Run 1, clock distribution:
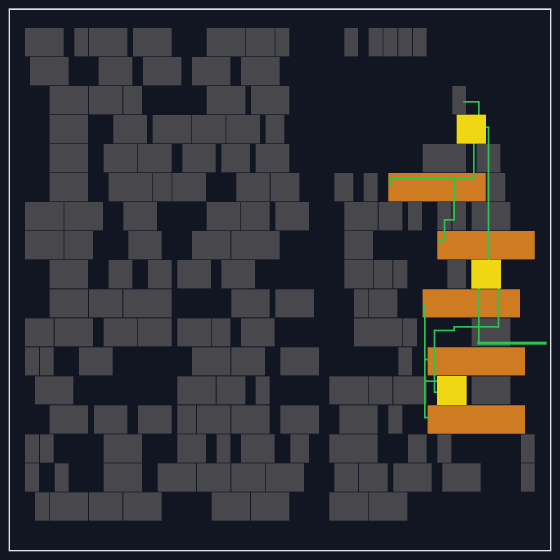
Run 1, cells coloured by class:
Bar = 20 um. Fill, decap, tap and diode cells in grey.
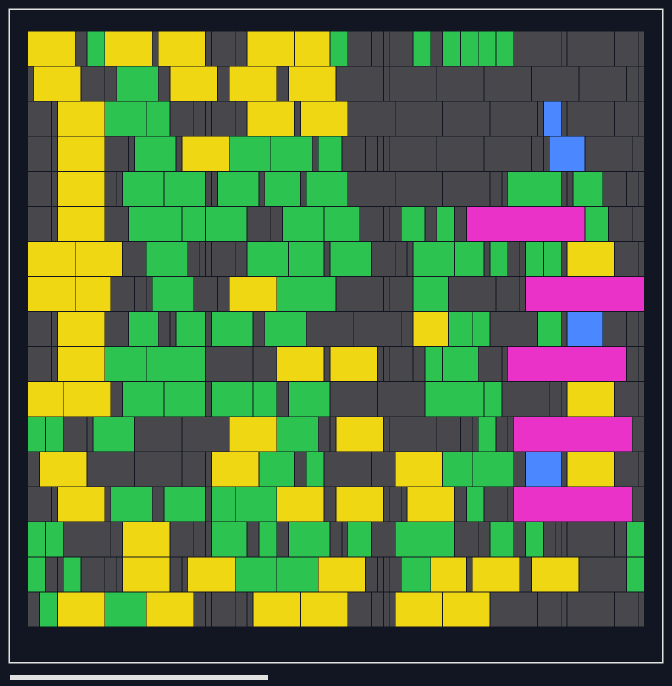
Run 1, placed standard cells:
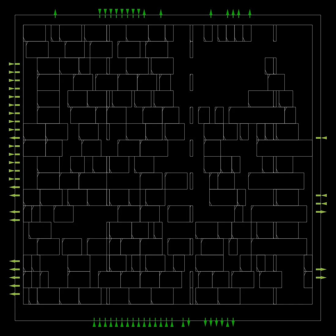
==> config.mk <==
export PLATFORM = sky130hd
export DESIGN_NAME = hazard_unit
export DESIGN_NICKNAME = d
export VERILOG_FILES = /design/src/rtl/hazard_unit.sv
export SDC_FILE = /design/constraint.sdc
export NUM_CORES = 1
export LEC_CHECK = 0
export CORE_UTILIZATION = 34
export CTS_CLUSTER_DIAMETER = 30
export DETAILED_ROUTE_END_ITERATION = 10
export GPL_ROUTABILITY_DRIVEN = 0
export HOLD_SLACK_MARGIN = 0.12
export PLACE_DENSITY_LB_ADDON = 0.12
export SKIP_CTS_REPAIR_TIMING = 1
export SYNTH_ARGS = -nofsm -noshare
export SYNTH_HDL_FRONTEND = slang
export SYNTH_SLANG_ARGS = --single-unit
==> constraint.sdc <==
create_clock -name clk -period 3.1 [get_ports clk]
set_input_delay 0.31 -clock clk [delete_from_list [all_inputs] [get_ports clk]]
set_output_delay 0.31 -clock clk [all_outputs]
set_load 0.05 [all_outputs]
==> out/qor.txt, run 1 <==
Logic area - 601 um2
Ys Warns - 0
Period Utilization, post-route - 91.8%
Combinational share of cell area - 45.6%
Final min period - 2.84 ns
MaxCap Viol Count - 0
Die width - 50.6 um
Total gr overflow - 0
First-pass GRT wire length - 3310 um
Area of the die - 2560 um2
Worst-case vdd ir drop - 0.000484 V
Total Routing Usage GR - 16.6%
CTS Sinks - 5
Worst Path Max Fanout - 4
Area-dominant class - combinational gates
Antenna-violating nets left - 0
Non-Filler Instances - 181
Hold_ws - 0.283 ns
Antenna cells - 0
Setup crit start kind - flop
Vias in the first global route - 775
Post-synthesis cell count from yosys - 98
Antenna violations before repair - 0
Setup Crit Path Kind - flop to output port
Capturing element type of the critical path - output port
# H-tree levels - 1
Non-clk invs - 3
Max-slew violations - 0
Final TNS setup - 0 ns
WL final - 2010 um
Signal buf overhead - 39.4%
Power Density - 579 nW/um2
Die Y - 50.6 um
Synth unique cells - 29
CTS tree - done
Status - completed
Register-to-register setup slack - 1.44 ns
Logic Gate Count - 88
Mapped Cells - 98
FF+latch area - 125 um2
Overall power - 762 uW
Layout cell share with drive strength beyond 1 - 9.15%
I/O Pins - 69
Max reg flops - 4
Non-clk bufs - 53
Synth Seq Share - 15.6%
Init Core Util - 36.3%
Leak pwr - 0.000554 uW
RSZ-0062 raised after global routing - false
Worst slack at placement - 0.346 ns
Hold/Removal Path Class - input port to asynchronous set/reset pin
Worst-Margin Slew - 0.502 ns
Synth Register Bits - 5
Nets - 197
Root buffer cell - clkbuf_4
Largest net degree at the start of global routing - 10
DRC marker count from the first detailed-route iteration - 20
# Taps - 28
WP data required - 2.79 ns
Clock buffer depth - 2
About 'clock distribution':
[flip-flops] orange | count: 5
[clock wires] green | length: 84.2 um
[clock drivers] yellow | count: 3
routed clock nets	4
flops lie	middle right
clk_skew: 0.00449 ns
clk_lat worst skew: 0.24 ns

About 'cells coloured by class':
class	colour	cells	share of their area
other buffers and delay cells	yellow	53	40%
flops	magenta	5	9.8%
clock drivers and dummy loads	blue	4	2.1%
combinational and other logic	green	91	48%
post-route cell area: 1320 um2
Core Box Area: 2210 um2
fraction of area in registers: 9.51%
Row Count: 17
utilization after layout: 59.5%

About 'placed standard cells':
registers: 5
# fillers: 218

## run 1: layout by cell type, fill, tap and decap left out, types with 4 or more instances in the layout
master,instances
dfrtp_1,5
conb_1,16
nor2_1,6
or4_1,4
clkdlybuf4s50_1,48
xnor2_1,6
buf_4,5
xor2_1,24
o21ai_0,4
## run 1: cell families after synthesis
group | share of synthesized area [%]
buf+inv | 17.3
mux | 1.40
simple gates | 21.5
xor+xnor | 32.7
compound gates | 9.50
flops | 15.6
other cells | 0.467
fa+ha+maj | 1.56
## run 1: critical path, cell delays in order (launching register included)
cell             delay (ns)
dfrtp_1                0.39
inv_1                  0.06
ha_1                   0.23
nor3b_1                0.15
buf_4                  0.14
and2_1                 0.18
nor2_1                 0.27
clkdlybuf4s50_1        0.88
## run 1: cells in the mapped netlist, drive strengths merged
master | number | area [um2]
xor2 | 24 | 210
buf | 17 | 128
nor2 | 6 | 22.5
o21ai | 6 | 33.8
xnor2 | 6 | 52.6
dfrtp | 5 | 125
or4 | 5 | 41.3
nor4 | 4 | 37.5
inv | 3 | 11.3
nand2 | 3 | 11.3
nor3 | 3 | 15.0
a22oi | 2 | 15.0
nand3 | 2 | 10.0
a21oi | 1 | 5.00
and2 | 1 | 6.26
conb | 1 | 3.75
ha | 1 | 12.5
mux2 | 1 | 11.3
nand2b | 1 | 6.26
nand4b | 1 | 8.76
nor2b | 1 | 6.26
nor3b | 1 | 7.51
o22a | 1 | 8.76
o22ai | 1 | 6.26
o31ai | 1 | 7.51
## run 1: per-layer routing
metal	share of wire, %	GRT usage (%)	up-vias
li1	-	-	416
met1	42	18.4	382
met2	53	32.0	30
met3	5.0	1.82	0
met4	0	5.56	0
met5	0	0	-
## run 1: where the power goes
group,switching (uW),internal (uW)
Combinational,333,216
Sequential,37.9,98.8
Clock,27.0,48.7
Total,398,363
Run 1, signal wires on met2:
Bar = 20 um.
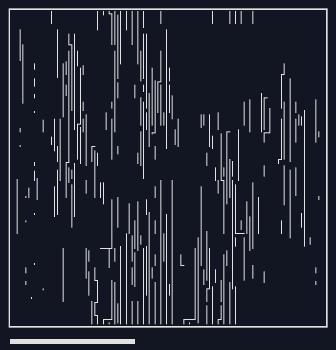

==> run 2: changes to the inputs <==
--- a/config.mk
+++ b/config.mk
@@ -11,7 +11,9 @@
 export GPL_ROUTABILITY_DRIVEN = 0
 export HOLD_SLACK_MARGIN = 0.12
 export PLACE_DENSITY_LB_ADDON = 0.12
+export REMOVE_ABC_BUFFERS = 1
 export SKIP_CTS_REPAIR_TIMING = 1
+export SLEW_MARGIN = 20
 export SYNTH_ARGS = -nofsm -noshare
 export SYNTH_HDL_FRONTEND = slang
 export SYNTH_SLANG_ARGS = --single-unit
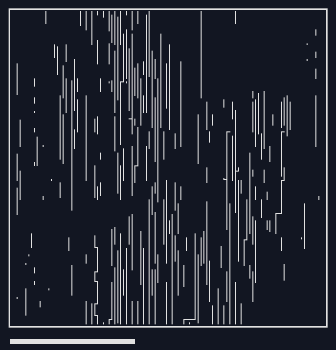
Run 2: signal wires on met2
Bar = 20 um.
longest straight run	20.7 um
main direction	vertical
wire length on this layer	1090 um
nets with wire on the layer	172
WL final: 2010 um
Vias: 821

==> out/qor.txt, run 2 <==
NetSw - 391 uW
RSZ-0062 raised after global routing - false
Antenna-violating nets left - 0
# fillers - 222
Cell area after synthesis - 803 um2
Crit path DAT - 2.54 ns
Worst path most repeated cell - inv_1
Power Density - 573 nW/um2
Synth Register Bits - 5
Synth-to-Final Area Change - 62.3%
Drt first pass iters - 4
Worst slack at placement - 0.399 ns
Final TNS setup - 0 ns
Top logic family - XOR/XNOR gates
Relative slew margins - 63.6%
Clock share of power - 10.6%
WL per Instance - 11.2 um
Total tool warning count - 25
Hpwl dp - 1790 um
Post-Synth XOR/XNOR Area - 32.7%
Share of power burned in registers - 17.8%
Core Box Area - 2210 um2
Antenna violations before repair - 0
WP data required - 2.79 ns
Largest net degree at the start of global routing - 10
Clock buffer depth - 2
Period Utilization, post-route - 92.0%
Area of the die - 2560 um2
Final min period - 2.85 ns
MaxCap Viol Count - 0
Worst Path Max Fanout - 4
Worst Path Buf+Inv - 3
Critical path depth in cells - 7
Number of enable flip-flop cells - 0
Yosys aoi share - 9.50%
Synthesis area per yosys - 803 um2
CTS buffer count - 3
Layout cell share with drive strength beyond 1 - 7.89%
Placed instance area - 1280 um2
Root buffer cell - clkbuf_4
Top Layout Cells - clkdlybuf4s50_1 (48), xor2_1 (24), conb_1 (16), xnor2_1 (6), nor2_1 (6)
Worst-case vdd ir drop - 0.000447 V
FF+latch area - 125 um2
Cell taking the most area after synthesis - xor2_1
Worst-Margin Slew - 0.541 ns
Cell family with most CP delay - buffers and inverters
Cell with the most instances after synthesis - xor2_1
Main area contributors - xor2_1 (26%), buf_4 (16%), dfrtp_1 (16%), xnor2_1 (6.5%), or4_1 (3.7%)
Setup ws final - 0.247 ns
Row Count - 17
Leak pwr - 0.000547 uW
Status - completed
R2r worst-path depth - 6
CTS Sinks - 5
Hold/Removal Path Class - input port to asynchronous set/reset pin
Largest stage delay, worst path - 0.79 ns
MUX area fraction - 1.40%
# H-tree levels - 1
Die width - 50.6 um
Sw Ratio - 52.4%
Mean area per synthesized cell - 8.20 um2
Most numerous logic cell after layout - clkdlybuf4s50_1
Antenna cells - 0
Post-synthesis cell count from yosys - 98
CP cell instances - inv_1 -> ha_1 -> nor3b_1 -> and2_1 -> o21ai_0 -> inv_1 -> clkdlybuf4s50_1
P_int - 356 uW
Ys flop type - dfrtp_1
Utilization after layout - 58.9%
Post-route cell area - 1300 um2
Top cell area share - 26.2%
Adder-cell area share of the yosys netlist - 1.56%
IO buf count - 52
Init Core Util - 36.3%
Async set-or-reset flop fraction in the synthesized netlist - 100%
Combinational power share - 71.6%
Setup Crit Path Kind - flop to output port
# DRC - 0
Max-slew violations - 0
Ys Warns - 0
Total Routing Usage GR - 17.6%
First-pass GRT wire length - 3440 um
Synth Seq Share - 15.6%
Setup crit start kind - flop
Endpoints failing hold - 0
Logic area - 596 um2
Highest-delay cell along the critical path - clkdlybuf4s50_1
CTS tree - done
Number of setup violations in the final report - 0
Die Y - 50.6 um
Nets - 196
Clk_lat worst skew - 0.25 ns
Clk_skew - 0.00320 ns
Register-to-register setup slack - 1.37 ns
Via-per-instance ratio - 4.56
Vias in the first global route - 823
Synth unique cells - 29
Simple share - 21.5%
Clk pin slew, worst setup/hold paths - 0.05 ns
I/O Pins - 69
Capturing element type of the critical path - output port
Highest Clock Rate - 0.351 GHz
Total gr overflow - 0
Mapped Cells - 98
DRC marker count from the first detailed-route iteration - 12
Max reg flops - 4
Hold_ws - 0.280 ns
Post-synth top cells - xor2_1 (24), buf_4 (17), nor2_1 (6), xnor2_1 (6), dfrtp_1 (5)
==> run 2: cell types whose count changed in the layout (fill, tap and decap cells not counted), sizes merged <==
cell  before  now
buf        5    4
==> run 2: cells by family after synthesis <==
group / after synthesis
AOI/OAI and AO/OA: 12
muxes: 1
and+or+nand+nor: 28
DFF: 5
other: 1
adders and majority gates: 1
buffers and inverters: 20
xor gates and xnor gates: 30
==> run 2: per-layer routing <==
layer	GRT usage [%]	part of all wire (%)
met1	18.1	39
met2	35.1	54
met3	2.73	5.6
met4	5.56	1.2
met5	0	0
==> run 2: cell type report <==
cell class / count / area share [%]
flip-flops and latches: 5 / 9.60
clock buffers: 4 / 2.02
well taps: 28 / 2.69
repair buffers: 52 / 39.2
multi-input cells: 88 / 45.7
inverters: 3 / 0.864
==> run 2: stage by stage <==
step	std cells	total power, uW
floorplan	96	490
global placement	176	666
detailed placement	176	672
CTS	180	754
global route	180	804
finish	180	747
==> run 2: power groups by stage <==
stage / combinational (uW) / clock [uW] / sequential, uW
final: 535 / 79.2 / 133
after global placement: 532 / 0 / 134
after floorplan: 342 / 0 / 149
after detailed placement: 537 / 0 / 134
after global routing: 574 / 89.6 / 141
after CTS: 539 / 81.6 / 134
Power figures rest on the tool's default switching activity, not on a simulated workload.
